--- src/rtl/snn_ctrl_pkg.sv ---
// Shared definitions for the SNN inference-window controller: FSM states and defaults.
package snn_ctrl_pkg;

    // Window sequencing states
    typedef enum logic [2:0] {
        ST_IDLE   = 3'd0,
        ST_CLEAR  = 3'd1,
        ST_RUN    = 3'd2,
        ST_SETTLE = 3'd3,
        ST_READ   = 3'd4,
        ST_DONE   = 3'd5
    } ctrl_state_e;

    localparam int DEFAULT_NUM_NEURONS = 10;
    localparam int DEFAULT_TIMER_WIDTH = 5;
    localparam int DEFAULT_WINDOW_LEN  = 16;

endpackage

--- src/rtl/argmax_tracker.sv ---
// Running maximum over a stream of (index, count) beats.
// The first beat of a window always captures; later beats capture only when strictly
// greater, so ties resolve to the lower index. Exposes the post-beat value so the
// caller can latch a result on the same edge as the final beat.
module argmax_tracker #(
    parameter int IDX_WIDTH = 4,
    parameter int CNT_WIDTH = 5
) (
    input  logic                 clk,
    input  logic                 rst,
    input  logic                 clear,
    input  logic                 sample,
    input  logic                 first,
    input  logic [IDX_WIDTH-1:0] in_index,
    input  logic [CNT_WIDTH-1:0] in_count,
    output logic [IDX_WIDTH-1:0] next_index,
    output logic [CNT_WIDTH-1:0] next_count
);

    logic [IDX_WIDTH-1:0] max_index_q, max_index_d;
    logic [CNT_WIDTH-1:0] max_count_q, max_count_d;

    // Next running max: clear wins, otherwise first-or-strictly-greater capture
    always_comb begin
        max_index_d = max_index_q;
        max_count_d = max_count_q;
        if (clear) begin
            max_index_d = '0;
            max_count_d = '0;
        end else if (sample && (first || (in_count > max_count_q))) begin
            max_index_d = in_index;
            max_count_d = in_count;
        end
    end

    // Running max registers
    always_ff @(posedge clk or posedge rst) begin
        if (rst) begin
            max_index_q <= '0;
            max_count_q <= '0;
        end else begin
            max_index_q <= max_index_d;
            max_count_q <= max_count_d;
        end
    end

    assign next_index = max_index_d;
    assign next_count = max_count_d;

endmodule

--- src/rtl/accumulator_window_controller.sv ---
// Sequences one inference window over the spike accumulators:
// clear, gate spikes for WINDOW_LEN timesteps, settle, stream counts out, report argmax.
module accumulator_window_controller
    import snn_ctrl_pkg::*;
#(
    parameter int NUM_NEURONS = DEFAULT_NUM_NEURONS,
    parameter int TIMER_WIDTH = DEFAULT_TIMER_WIDTH,
    parameter int WINDOW_LEN  = DEFAULT_WINDOW_LEN,
    localparam int IDX_WIDTH  = $clog2(NUM_NEURONS),
    localparam int TS_WIDTH   = $clog2(WINDOW_LEN + 1)
) (
    input  logic                               clk,
    input  logic                               rst,
    input  logic                               start,
    input  logic                               abort,
    output logic                               busy,
    output logic                               acc_clear_n,
    output logic                               spike_gate,
    output logic [TS_WIDTH-1:0]                timestep,
    input  logic [NUM_NEURONS*TIMER_WIDTH-1:0] acc_flat,
    output logic                               rd_valid,
    input  logic                               rd_ready,
    output logic [IDX_WIDTH-1:0]               rd_index,
    output logic [TIMER_WIDTH-1:0]             rd_count,
    output logic                               result_valid,
    output logic [IDX_WIDTH-1:0]               result_index,
    output logic [TIMER_WIDTH-1:0]             result_count
);

    // The window length bound is what keeps every accumulator from wrapping
    if (WINDOW_LEN < 1 || WINDOW_LEN > (2**TIMER_WIDTH) - 1) begin : g_bad_window_len
        $error("WINDOW_LEN must be in 1..2**TIMER_WIDTH-1");
    end

    localparam int MUX_DEPTH = 2**IDX_WIDTH;
    localparam logic [TS_WIDTH-1:0]  LAST_TS  = TS_WIDTH'(WINDOW_LEN - 1);
    localparam logic [IDX_WIDTH-1:0] LAST_IDX = IDX_WIDTH'(NUM_NEURONS - 1);

    ctrl_state_e               state_q, state_d;
    logic [TS_WIDTH-1:0]       timestep_q, timestep_d;
    logic [IDX_WIDTH-1:0]      rd_index_q, rd_index_d;
    logic [IDX_WIDTH-1:0]      result_index_q, result_index_d;
    logic [TIMER_WIDTH-1:0]    result_count_q, result_count_d;

    logic [TIMER_WIDTH-1:0]    count_arr [MUX_DEPTH];
    logic                      beat_xfer;
    logic [IDX_WIDTH-1:0]      track_index;
    logic [TIMER_WIDTH-1:0]    track_count;

    // Unpack the flat count bus; unused mux slots read as zero
    for (genvar gi = 0; gi < MUX_DEPTH; gi++) begin : g_unpack
        if (gi < NUM_NEURONS) begin : g_used
            assign count_arr[gi] = acc_flat[gi*TIMER_WIDTH +: TIMER_WIDTH];
        end else begin : g_unused
            assign count_arr[gi] = '0;
        end
    end

    assign rd_count  = count_arr[rd_index_q];
    // An aborted cycle never counts as an accepted beat
    assign beat_xfer = (state_q == ST_READ) && rd_ready && !abort;

    argmax_tracker #(
        .IDX_WIDTH (IDX_WIDTH),
        .CNT_WIDTH (TIMER_WIDTH)
    ) u_argmax (
        .clk        (clk),
        .rst        (rst),
        .clear      (state_q == ST_CLEAR),
        .sample     (beat_xfer),
        .first      (rd_index_q == '0),
        .in_index   (rd_index_q),
        .in_count   (rd_count),
        .next_index (track_index),
        .next_count (track_count)
    );

    // Next-state and datapath updates; abort overrides everything outside IDLE
    always_comb begin
        state_d        = state_q;
        timestep_d     = timestep_q;
        rd_index_d     = rd_index_q;
        result_index_d = result_index_q;
        result_count_d = result_count_q;
        case (state_q)
            ST_IDLE: begin
                if (start) state_d = ST_CLEAR;
            end
            ST_CLEAR: begin
                timestep_d = '0;
                state_d    = ST_RUN;
            end
            ST_RUN: begin
                if (timestep_q == LAST_TS) begin
                    state_d = ST_SETTLE;
                end else begin
                    timestep_d = timestep_q + TS_WIDTH'(1);
                end
            end
            ST_SETTLE: begin
                rd_index_d = '0;
                state_d    = ST_READ;
            end
            ST_READ: begin
                if (rd_ready) begin
                    if (rd_index_q == LAST_IDX) begin
                        // Latch the max including this final beat
                        rd_index_d     = '0;
                        result_index_d = track_index;
                        result_count_d = track_count;
                        state_d        = ST_DONE;
                    end else begin
                        rd_index_d = rd_index_q + IDX_WIDTH'(1);
                    end
                end
            end
            ST_DONE: begin
                state_d = ST_IDLE;
            end
            default: begin
                state_d = ST_IDLE;
            end
        endcase
        if (abort && state_q != ST_IDLE) begin
            state_d        = ST_IDLE;
            rd_index_d     = rd_index_q;
            result_index_d = result_index_q;
            result_count_d = result_count_q;
        end
    end

    // State and datapath registers
    always_ff @(posedge clk or posedge rst) begin
        if (rst) begin
            state_q        <= ST_IDLE;
            timestep_q     <= '0;
            rd_index_q     <= '0;
            result_index_q <= '0;
            result_count_q <= '0;
        end else begin
            state_q        <= state_d;
            timestep_q     <= timestep_d;
            rd_index_q     <= rd_index_d;
            result_index_q <= result_index_d;
            result_count_q <= result_count_d;
        end
    end

    // Moore outputs; acc_clear_n also follows rst so accumulators clear during reset
    assign busy         = (state_q != ST_IDLE);
    assign acc_clear_n  = !(rst || (state_q == ST_CLEAR));
    assign spike_gate   = (state_q == ST_RUN);
    assign rd_valid     = (state_q == ST_READ);
    assign result_valid = (state_q == ST_DONE);
    assign timestep     = timestep_q;
    assign rd_index     = rd_index_q;
    assign result_index = result_index_q;
    assign result_count = result_count_q;

endmodule

--- config.mk ---
export PLATFORM = sky130hd
export DESIGN_NAME = accumulator_window_controller
export DESIGN_NICKNAME = d
export VERILOG_FILES = /design/src/rtl/snn_ctrl_pkg.sv /design/src/rtl/argmax_tracker.sv /design/src/rtl/accumulator_window_controller.sv
export SDC_FILE = /design/constraint.sdc
export NUM_CORES = 1
export LEC_CHECK = 0
export ABC_AREA = 1
export ABC_CLOCK_PERIOD_IN_PS = 2050
export CORE_MARGIN = 4
export CORE_UTILIZATION = 41
export CTS_BUF_LIST = sky130_fd_sc_hd__clkbuf_16
export DETAILED_ROUTE_END_ITERATION = 16
export PLACE_DENSITY = 0.77
export SLEW_MARGIN = 0
export SYNTH_ARGS = -nofsm -noshare
export SYNTH_HDL_FRONTEND = slang
export SYNTH_SLANG_ARGS = --single-unit
--- constraint.sdc ---
create_clock -name clk -period 2.05 [get_ports clk]
set_input_delay 0.3075 -clock clk [delete_from_list [all_inputs] [get_ports clk]]
set_output_delay 0.3075 -clock clk [all_outputs]
set_load 0.02 [all_outputs]
==> summary.txt <==
yosys + openroad results -> Tool Warnings 31, top-count cell post-synth nand2_1, # Cells Yosys 355, Synth area leaders dfrtp_1 (33%), nand2_1 (21%), nand3_1 (11%), vias in the first global route ~2700, DR WL/cell about 14 µm, sequential area share after synthesis 32.6%, later-pin clock latency in the skew report about 0.28 ns, Max Buffers Root-to-Sink 2, Critical Path End Type flip-flop, HP Class in -> async, die area ~0.007 mm², CTS root buf clkbuf_16, clock sink total 30, Yosys Chip Area roughly 0.0023 mm², number of fill cells in the layout around 400, max-slew violation count 0, TritonCTS clock tree built, Iter 0 DRT Violations roughly 140, launching point of the worst reg2reg path rd_index[0], max incr delay on CP approximately 0.53 ns, Floorplan Nets about 420, clock transition at the registers of the reported paths about 0.050 ns, Starting Density between 40 and 50%, Mux area share 0%, outcome complete, but fails checks, Final Skew roughly 0.0039 ns, # hold bufs at CTS 0, Leak Pwr approximately 0.0021 µW, total congestion overflow 0, HPWL Detailed slightly above 5 mm, post-synthesis instance total 355, Adder Area Share between 5 and 6%, die width between 80 and 90 µm, setup tns final -4.44 ns, htree depth 2, Flops after synth 30, FFs w/ async S/R, synth 100%, final net count about 530, area fraction in compound gates 3.92%, Post-DRT Antenna Nets 0, R2R depth 18, endpoints failing hold 0, # IOs 83, first-pass GRT wire length about 12 mm, critical path class reg -> reg, simple share around 44%, number of enable flip-flop cells 0, fraction of layout cells with a size suffix above 1 28.5%, Max-area cell share 32.6%, global-route usage over all layers 21.5%, critical path cell sequence buf_6, nand2_2, nand3_2, nand2_1, nand2_2, nand3_4, ha_4, nand2_4, nor2_4, nand2_2, nand3_2, nand2_4, nand2_8, nand2_4, nand2_4, nand2_2, nand3_2, nand2_1, FF-to-FF setup slack -0.27 ns, CTS Buf Count 5, largest net degree at the start of global routing 31, CORE AREA between 0.005 and 0.006 mm², vias per cell 5.00, worst setup margin -0.273 ns, maximum VDD drop just over 0.9 mV, Area growth, synth to finish 72.4%, RSZ-0062 raised after global routing true, row cnt 27, violated checks negative setup slack, initial antenna violation count 0, Max Freq 431 MHz, yosys xor share 0%, Pre-antenna DRT Iters 4, Commonest cells post-synth nand2_1 (130), inv_1 (64), nand3_1 (50), Power Density between 1000 and 1500 mW/mm², Largest logic family simple AND/OR/NAND/NOR gates, Rel. slew slack between 50% and 60%, fin crit period ~2.3 ns, Setup-failing EPs final 20, GP Congestion approximately 0.82, Max-Cap Viols 0, critical path startpoint category flip-flop, die height ~83 µm, number of buffers added on ports about 82
[routing by layer]
metal | routed length [µm] | track usage [%] | share of wire, % | vias to the layer above
li1 | - | - | - | 1331
met1 | 3180 | 26.4 | 42 | 1260
met2 | 3850 | 36.7 | 51 | 94
met3 | 306 | 4.86 | 4.0 | 27
met4 | 229 | 7.58 | 3.0 | 0
met5 | 0 | 0 | 0 | -
[cells in the final DEF (no fill, tap or decap), types with 2 or more instances in the layout]
cell type / n
buf_4: 25
nand4_1: 4
dfrtp_2: 2
ha_4: 4
ha_1: 6
buf_6: 7
nor3_4: 3
dlygate4sd2_1: 2
dlymetal6s2s_1: 2
nand2_1: 89
a21oi_1: 8
nor3_1: 5
clkbuf_16: 5
nand3_2: 17
clkbuf_2: 2
o21ai_0: 6
nand2_4: 14
and3_1: 4
nor2_1: 10
dfrtp_1: 28
nor2_4: 2
nand3_1: 29
inv_1: 64
clkdlybuf4s50_1: 73
nand2_8: 2
nand2_2: 33
nand3_4: 4
inv_2: 6
[critical path, delay by kind of cell (launching register included)]
kind	cells	cell delay, ns
buffers and inverters	1	0.17
adder cells (fa/ha/maj)	1	0.28
AND/OR/NAND/NOR	16	1.20
flip-flops	1	0.53
[where the power goes]
part / switching, µW / internal (µW) / leakage, µW
clock: 258 / 442 / 0.0000672
sequential: 154 / 709 / 0.000410
combinational: 2080 / 1660 / 0.00158
total: 2500 / 2810 / 0.00205
[state kept, by name, indices dropped and copies added, names as in the netlist]
signal                flops
rd_index                  4
result_count              5
result_index              4
state_q                   3
timestep                  5
u_argmax.max_count_q      5
u_argmax.max_index_q      4
[metrics by stage]
step	hold slack (ns)	cells	setup WS, ns	utilization, %
after global routing	0.494	542	-0.403	72.5
after CTS	0.448	539	-0.193	69.4
after global placement	0.467	525	-0.304	63.9
final	0.446	542	-0.273	72.5
after detailed placement	0.466	525	-0.411	63.9
after floorplan	0.398	355	-0.279	-
[worst max path at each step]
stage	start	to	slack, ns	cells after the start
floorplan	rd_index[0]	result_count[0]	-0.28	20
finish	rd_index[0]	result_count[1]	-0.27	18
global route	rd_index[0]	result_count[4]	-0.40	18
global placement	acc_flat[36]	result_count[0]	-0.30	19
CTS	rd_index[0]	result_count[4]	-0.19	18
detailed placement	acc_flat[17]	result_count[2]	-0.41	19
[area by class of cell]
type	count	area (µm²)	share of cell area (%)
Inverter	71	274	6.91
Sequential cell	30	753	19.0
Timing Repair inverter	1	6.26	0.158
Multi-Input combinational cell	247	1620	40.8
Clock buffer	5	125	3.15
Tap cell	72	90.1	2.27
Clock inverter	3	16.3	0.410
Timing Repair Buffer	113	1080	27.3
[logic make-up after synthesis]
kind of cell | Yosys count
flip-flops | 30
AND-OR/OR-AND | 17
AND/OR/NAND/NOR | 218
adder cells (fa/ha/maj) | 10
buffers and inverters | 80
[repair_timing]
action | CTS | global route
resized | 52 | 45
setup buffers | 3 | 2
endpoints found under the setup margin | 25 | 25
pin swaps | 5 | 25
cloned | 3 | 1
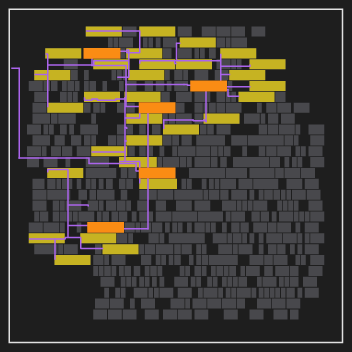
(images/clk_routes.png)
(4 px per µm)
Orange marks clock drivers, count 5. Purple marks clock wires, length 439 µm. Yellow marks flip-flops, count 30.
There are 6 routed clock nets.

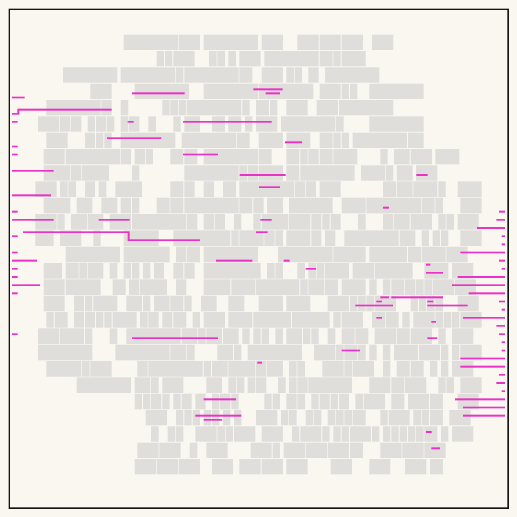
(images/layer_met3.png)
(6 px per µm) Cells faint in the background.
The layer carries 306 µm of wire. The wires run mostly horizontal. 64 nets have wire on it. The layer holds 4.1% of the routed length.

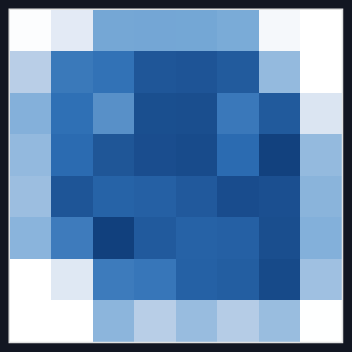
(images/cell_density.png)
(4 px per µm) 8 x 8 tiles, from white (low) to dark blue (high), 0 to 100% covered.
The mean over all tiles is 56%. The fullest tile reaches 94%. 41% of the tiles are over 75% full. 11% of the tiles are nearly empty. The densest ninth of the die: centre.

Power and IR drop assume default switching activity.
